Design bus2wb_master_flat, sky130hd; sources not shown.
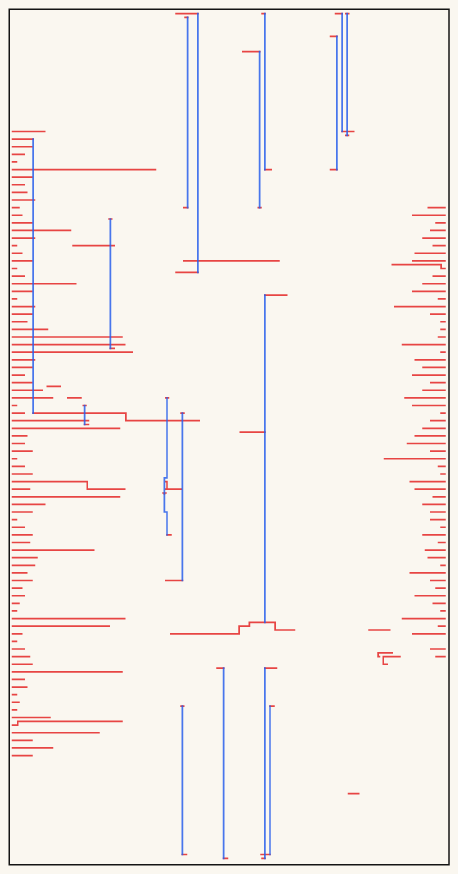
**Above:** run 1 (metal layers overlaid).
Only two layers are drawn.
| color | layer | wire length |
|---|---|---|
| red | M3 | 838 um |
| blue | M4 | 513 um |
Via Count: 4,379
Routed WL per cell: 14.85 um

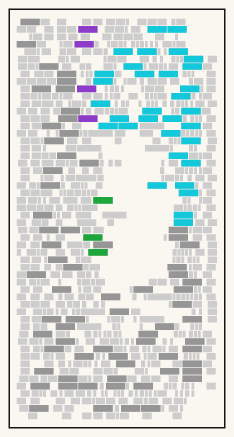
**Above:** run 1 (sequential cells grouped by signal name).
| color | name in the netlist | sequential cells |
|---|---|---|
| purple | u_core.bus.wb_sel | 4 |
| cyan | u_core.bus.wb_datwr | 32 |
| green | u_core.state | 3 |
share of the final layout cell area in sequential cells: 0.2979
Flop area: 0.002162 sq mm
final core utilization: 0.6714

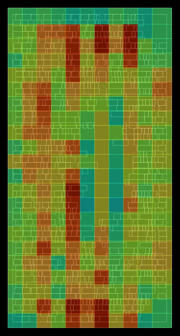
**Above:** run 1 (track usage over the die).
met2 capacity usage during global routing: 0.4368
All-Layer GR Usage: 0.2174
met3 routing resource usage after global routing: 0.04917
global-route track usage on met1: 0.1973
layer carrying the most global-route usage: met2

==> README.md, run 1 <==
| Step | Metric | This run |
|---|---|---|
| run status | Outcome | finished, final reports clean |
| power and ir drop | Sequential cell fraction of total power | 0.342 |
| finish | Buffers outside the clock class | 296 |
| critical path | Worst-path cell with the longest stage delay | sky130_fd_sc_hd__dfxtp_1 |
| logic synthesis | Sequential area share after synthesis | 0.5152 |
| power and ir drop | Proportion of power drawn by the clock network | 0.194 |
| critical path | Number of cells on the critical path | 9 |
| place | Setup WS pre-CTS | -0.2442 ns |
| timing | Final worst-path setup slack | 0.1674 ns |
| finish | Clock-cell share of area | 0.03896 |
| critical path | Peak fanout along the critical path | 10 |
| power and ir drop | Power share of the combinational group | 0.463 |
| power and ir drop | PnR Total Power | 9.116 mW |
| finish | Layout sequential cell count | 108 |
| finish | Most frequent logic cells in the routed design | 242 x sky130_fd_sc_hd__clkdlybuf4s50_1, 132 x sky130_fd_sc_hd__nand2_1, 108 x sky130_fd_sc_hd__dfxtp_1, 68 x sky130_fd_sc_hd__a21oi_1, 39 x sky130_fd_sc_hd__nor2_1 |
| finish | Final antenna diode count | 0 |
| logic synthesis | Top-area cell share | 0.5152 |
| floorplanning | Number of top-level pins | 246 |
| detailed routing | Via density | 4.871 |
| finish | Combinational share of cell area | 0.2541 |
| clock tree | Post-cts hold buffer count | 0 |
| floorplanning | Fp_density | 0.3882 |
| timing | Final hold vios | 0 |
| floorplanning | Number of placement rows | 54 |
| power and ir drop | Internal Power | 6.062 mW |
| timing | Final critical-path share of the clock period | 0.9119 |
| worst hold path | WHS Path Cells | 3 |
| critical path | Max incr delay on CP | 0.31 ns |
| grt | Pin count of the biggest net entering global routing | 19 |
| power and ir drop | Switching power of the nets | 3.054 mW |
| timing | Total count of max-transition violations in the final report | 0 |
| critical path | Critical path buffers and inverters | 5 |
| logic synthesis | Count of warnings emitted by yosys | 0 |
| logic synthesis | Flip-flop cell with the highest count after synthesis | sky130_fd_sc_hd__dfxtp_1 |
| logic synthesis | Asr flop ratio synth | 0 |
| timing | Post-layout minimum cycle time | 1.733 ns |
| place | Port bufs | 244 |
| critical path | Reg2reg path depth | 9 |
## Run 2: what changed since run 1
CAP_MARGIN = 20   (was unset)
CORE_MARGIN = unset   (was 2)
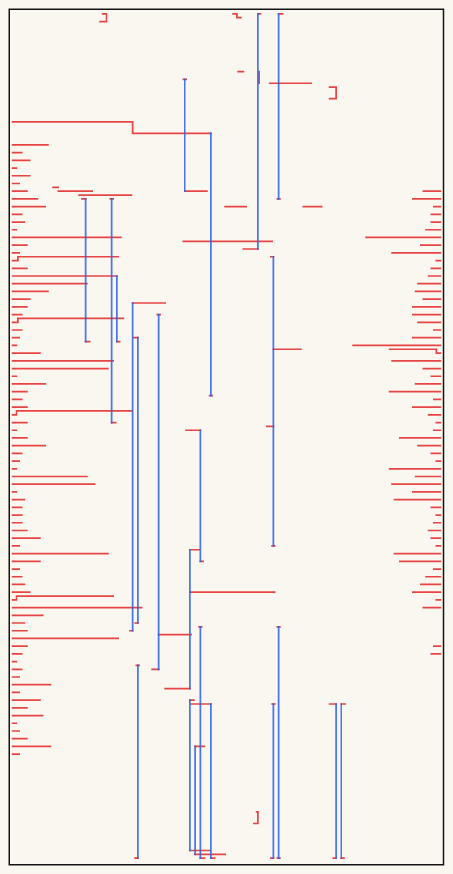
**Above:** run 2 (metal layers overlaid).
Only two layers are drawn.
| color | layer | wire length |
|---|---|---|
| blue | M4 | 756 um |
| red | M3 | 817 um |
All-Layer GR Usage: 0.2297
Via Count: 4,474

==> run 2 against run 1 <==
  * Non-clock buffer count is 4 lower
  * Sequential cell count unchanged
  * First-iteration DRC count rose by 34%
  * Global-route usage rose by 1.2 points
  * Area after synthesis did not move
  * Cell area is 0.67% higher
  * Synthesized cell count stayed put
  * Fmax decreased by 0.12%
  * Utilization rose by 0.45 points
  * Routed wire length is 2.7% higher
  * Combinational power barely moved
  * Highest routed layer unchanged
==> README.md, run 2 <==
| Step | Metric | This run | Delta |
|---|---|---|---|
| run status | Outcome | finished, final reports clean |  |
| grt | Layer carrying the most global-route usage | met2 |  |
| finish | Most frequent logic cells in the routed design | 242 x sky130_fd_sc_hd__clkdlybuf4s50_1, 132 x sky130_fd_sc_hd__nand2_1, 107 x sky130_fd_sc_hd__dfxtp_1, 68 x sky130_fd_sc_hd__a21oi_1, 40 x sky130_fd_sc_hd__nor2_1 |  |
| clock tree | Post-cts hold buffer count | 0 | unchanged |
| timing | Final critical-path share of the clock period | 0.9130 | +0.001074 |
| power and ir drop | Proportion of power drawn by the clock network | 0.209 | +0.015 |
| critical path | Reg2reg path depth | 8 | -1 |
| floorplanning | Number of top-level pins | 246 | unchanged |
| power and ir drop | PnR Total Power | 9.330 mW | +2.3% |
| critical path | Peak fanout along the critical path | 10 | unchanged |
| finish | Area-dominant cell class after layout | non-clock buffers |  |
| critical path | Reg-to-reg slack, setup | 0.17 ns |  |
| power and ir drop | Internal Power | 6.221 mW | +2.6% |
| finish | Layout sequential cell count | 108 | unchanged |
| grt | Met3 routing resource usage after global routing | 0.05879 | +0.009617 |
| finish | Final core utilization | 0.6759 | +0.004514 |
| logic synthesis | Count of warnings emitted by yosys | 0 | unchanged |
| timing | Total count of max-transition violations in the final report | 0 | unchanged |
| floorplanning | Fp_density | 0.3882 | unchanged |
| logic synthesis | Flip-flop cell with the highest count after synthesis | sky130_fd_sc_hd__dfxtp_1 |  |
| place | Setup WS pre-CTS | -0.2459 ns | -0.001719 ns |
| finish | Relative area change from synthesis to final layout | 74.12% |  |
| power and ir drop | Power share of the combinational group | 0.456 | -0.007 |
| critical path | Critical path buffers and inverters | 4 | -1 |
| place | Number of cells in the design after placement | 872 |  |
| power and ir drop | Sequential cell fraction of total power | 0.335 | -0.007 |
| critical path | Max incr delay on CP | 0.31 ns | about the same |
| timing | WHS | 0.3368 ns |  |
| logic synthesis | Asr flop ratio synth | 0 | unchanged |
| logic synthesis | Top-area cell share | 0.5152 | unchanged |
| power and ir drop | Highest ir drop seen on vdd | 0.0007952 V |  |
| flow run | Stage-log warning count | 28 |  |
| finish | Final antenna diode count | 0 | unchanged |
| finish | Clock-cell share of area | 0.04349 | +0.004534 |
| timing | Final hold vios | 0 | unchanged |
| grt | Pin count of the biggest net entering global routing | 19 | unchanged |
| timing | Post-layout minimum cycle time | 1.735 ns | +0.002041 ns |
| grt | Met2 capacity usage during global routing | 0.4680 | +0.03124 |
| finish | Combinational share of cell area | 0.2553 | +0.001214 |
| detailed routing | Via density | 4.999 | +2.6% |
| floorplanning | Number of placement rows | 54 | unchanged |
| critical path | Number of cells on the critical path | 8 | -1 |
| power and ir drop | Switching power of the nets | 3.109 mW | +1.8% |
| logic synthesis | Synthesis-stage register bit count | 108 |  |
| finish | # fillers | 886 |  |
| logic synthesis | Netlist Area Pre-Place | 0.004197 sq mm |  |
| timing | Final worst-path setup slack | 0.1654 ns | -0.002041 ns |
| worst hold path | WHS Path Cells | 3 | unchanged |
| detailed routing | Routed WL per cell | 15.32 um | +3.2% |
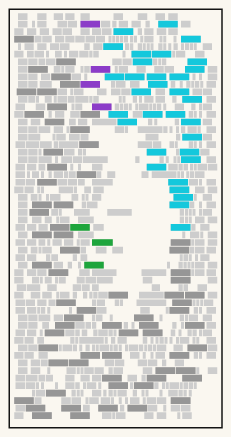
**Above:** run 2 (sequential cells grouped by signal name).
| color | name in the netlist | sequential cells |
|---|---|---|
| cyan | u_core.bus.wb_datwr | 32 |
| purple | u_core.bus.wb_sel | 4 |
| green | u_core.state | 3 |
Flop area: 0.002163 sq mm
share of the final layout cell area in sequential cells: 0.2961

## Run 3: what changed since run 2
ABC_CLOCK_PERIOD_IN_PS = 2100   (was 1900)
CORE_UTILIZATION = 41   (was 38)
PLACE_DENSITY = 0.86   (was 0.81)
SLEW_MARGIN = unset   (was 20)
clock period = 2.1 ns   (was 1.9 ns; I/O delays follow)
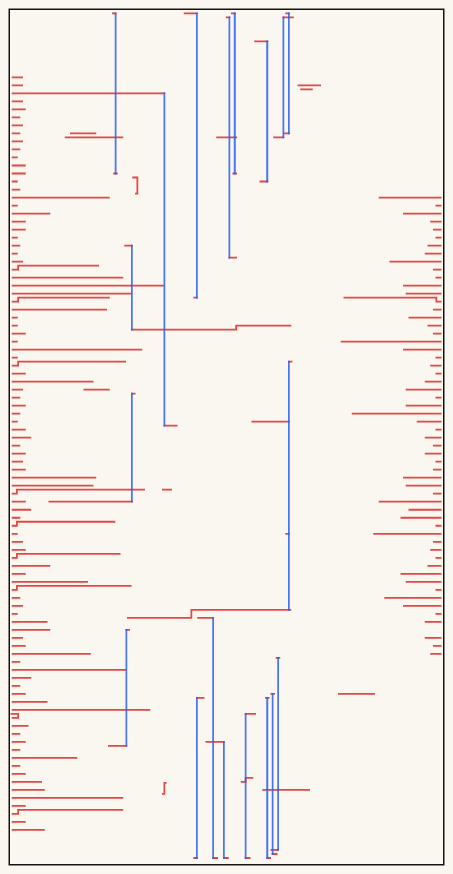
**Above:** run 3 (metal layers overlaid).
Only two layers are drawn.
| color | layer | wire length |
|---|---|---|
| blue | M4 | 558 um |
| red | M3 | 971 um |
Routed WL per cell: 15.34 um
Routed WL: 13,610 um
Via Count: 4,446
All-Layer GR Usage: 0.2591

==> run 3 against run 2 <==
  * Synthesized cell count did not move
  * Largest power group unchanged
  * Critical path type is now flop to output port
  * Count of clock-buffer cells in the layout decreased by 2
  * Largest cell class unchanged
  * Combinational power fell by 14%
  * Critical path depth is 1 lower
  * Routed wire length is 0.72% lower
==> README.md, run 3 <==
| Step | Metric | This run | Delta |
|---|---|---|---|
| place | Number of cells in the design after placement | 864 | -0.92% |
| finish | Layout sequential cell count | 108 | unchanged |
| timing | Final worst-path setup slack | 0.2655 ns | +0.1001 ns |
| run status | Outcome | finished, final reports clean |  |
| finish | # fillers | 787 | -11% |
| critical path | Reg2reg path depth | 9 | +1 |
| finish | Final antenna diode count | 0 | unchanged |
| flow run | Stage-log warning count | 26 | -7.1% |
| clock tree | Post-cts hold buffer count | 0 | unchanged |
| grt | Met2 capacity usage during global routing | 0.4968 | +0.02877 |
| grt | Layer carrying the most global-route usage | met2 |  |
| power and ir drop | Sequential cell fraction of total power | 0.348 | +0.013 |
| floorplanning | Fp_density | 0.4270 | +0.03885 |
| logic synthesis | Flip-flop cell with the highest count after synthesis | sky130_fd_sc_hd__dfxtp_1 |  |
| logic synthesis | Synthesis-stage register bit count | 108 | unchanged |
| worst hold path | WHS Path Cells | 4 | +1 |
| floorplanning | Number of placement rows | 51 | -5.6% |
| place | Setup WS pre-CTS | -0.08884 ns | +0.1570 ns |
| finish | Most frequent logic cells in the routed design | 242 x sky130_fd_sc_hd__clkdlybuf4s50_1, 132 x sky130_fd_sc_hd__nand2_1, 108 x sky130_fd_sc_hd__dfxtp_1, 68 x sky130_fd_sc_hd__a21oi_1, 40 x sky130_fd_sc_hd__nor2_1 |  |
| timing | WHS | 0.3484 ns | +0.01162 ns |
| finish | Clock-cell share of area | 0.03948 | -0.004010 |
| power and ir drop | Internal Power | 5.333 mW | -14% |
| timing | Total count of max-transition violations in the final report | 0 | unchanged |
| finish | Combinational share of cell area | 0.2530 | -0.002338 |
| power and ir drop | Highest ir drop seen on vdd | 0.0009190 V | +16% |
| detailed routing | Via density | 5.012 | +0.27% |
| power and ir drop | PnR Total Power | 8.112 mW | -13% |
| logic synthesis | Top-area cell share | 0.5152 | unchanged |
| finish | Area-dominant cell class after layout | non-clock buffers |  |
| critical path | Critical path buffers and inverters | 5 | +1 |
| critical path | Peak fanout along the critical path | 10 | unchanged |
| power and ir drop | Power share of the combinational group | 0.452 | -0.004 |
| critical path | Max incr delay on CP | 0.31 ns | about the same |
| timing | Post-layout minimum cycle time | 1.835 ns |  |
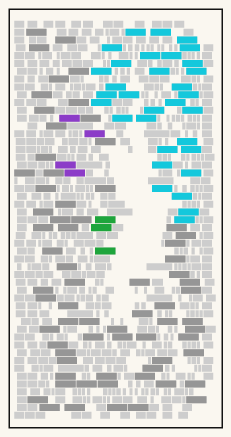
**Above:** run 3 (sequential cells grouped by signal name).
| color | name in the netlist | sequential cells |
|---|---|---|
| purple | u_core.bus.wb_sel | 4 |
| green | u_core.state | 3 |
| cyan | u_core.bus.wb_datwr | 32 |
share of the final layout cell area in sequential cells: 0.3019
power in sequential cells: 2.82 mW
Flop area: 0.002162 sq mm
final core utilization: 0.7288

No activity file was given, so power comes from the tool's default toggle rates.
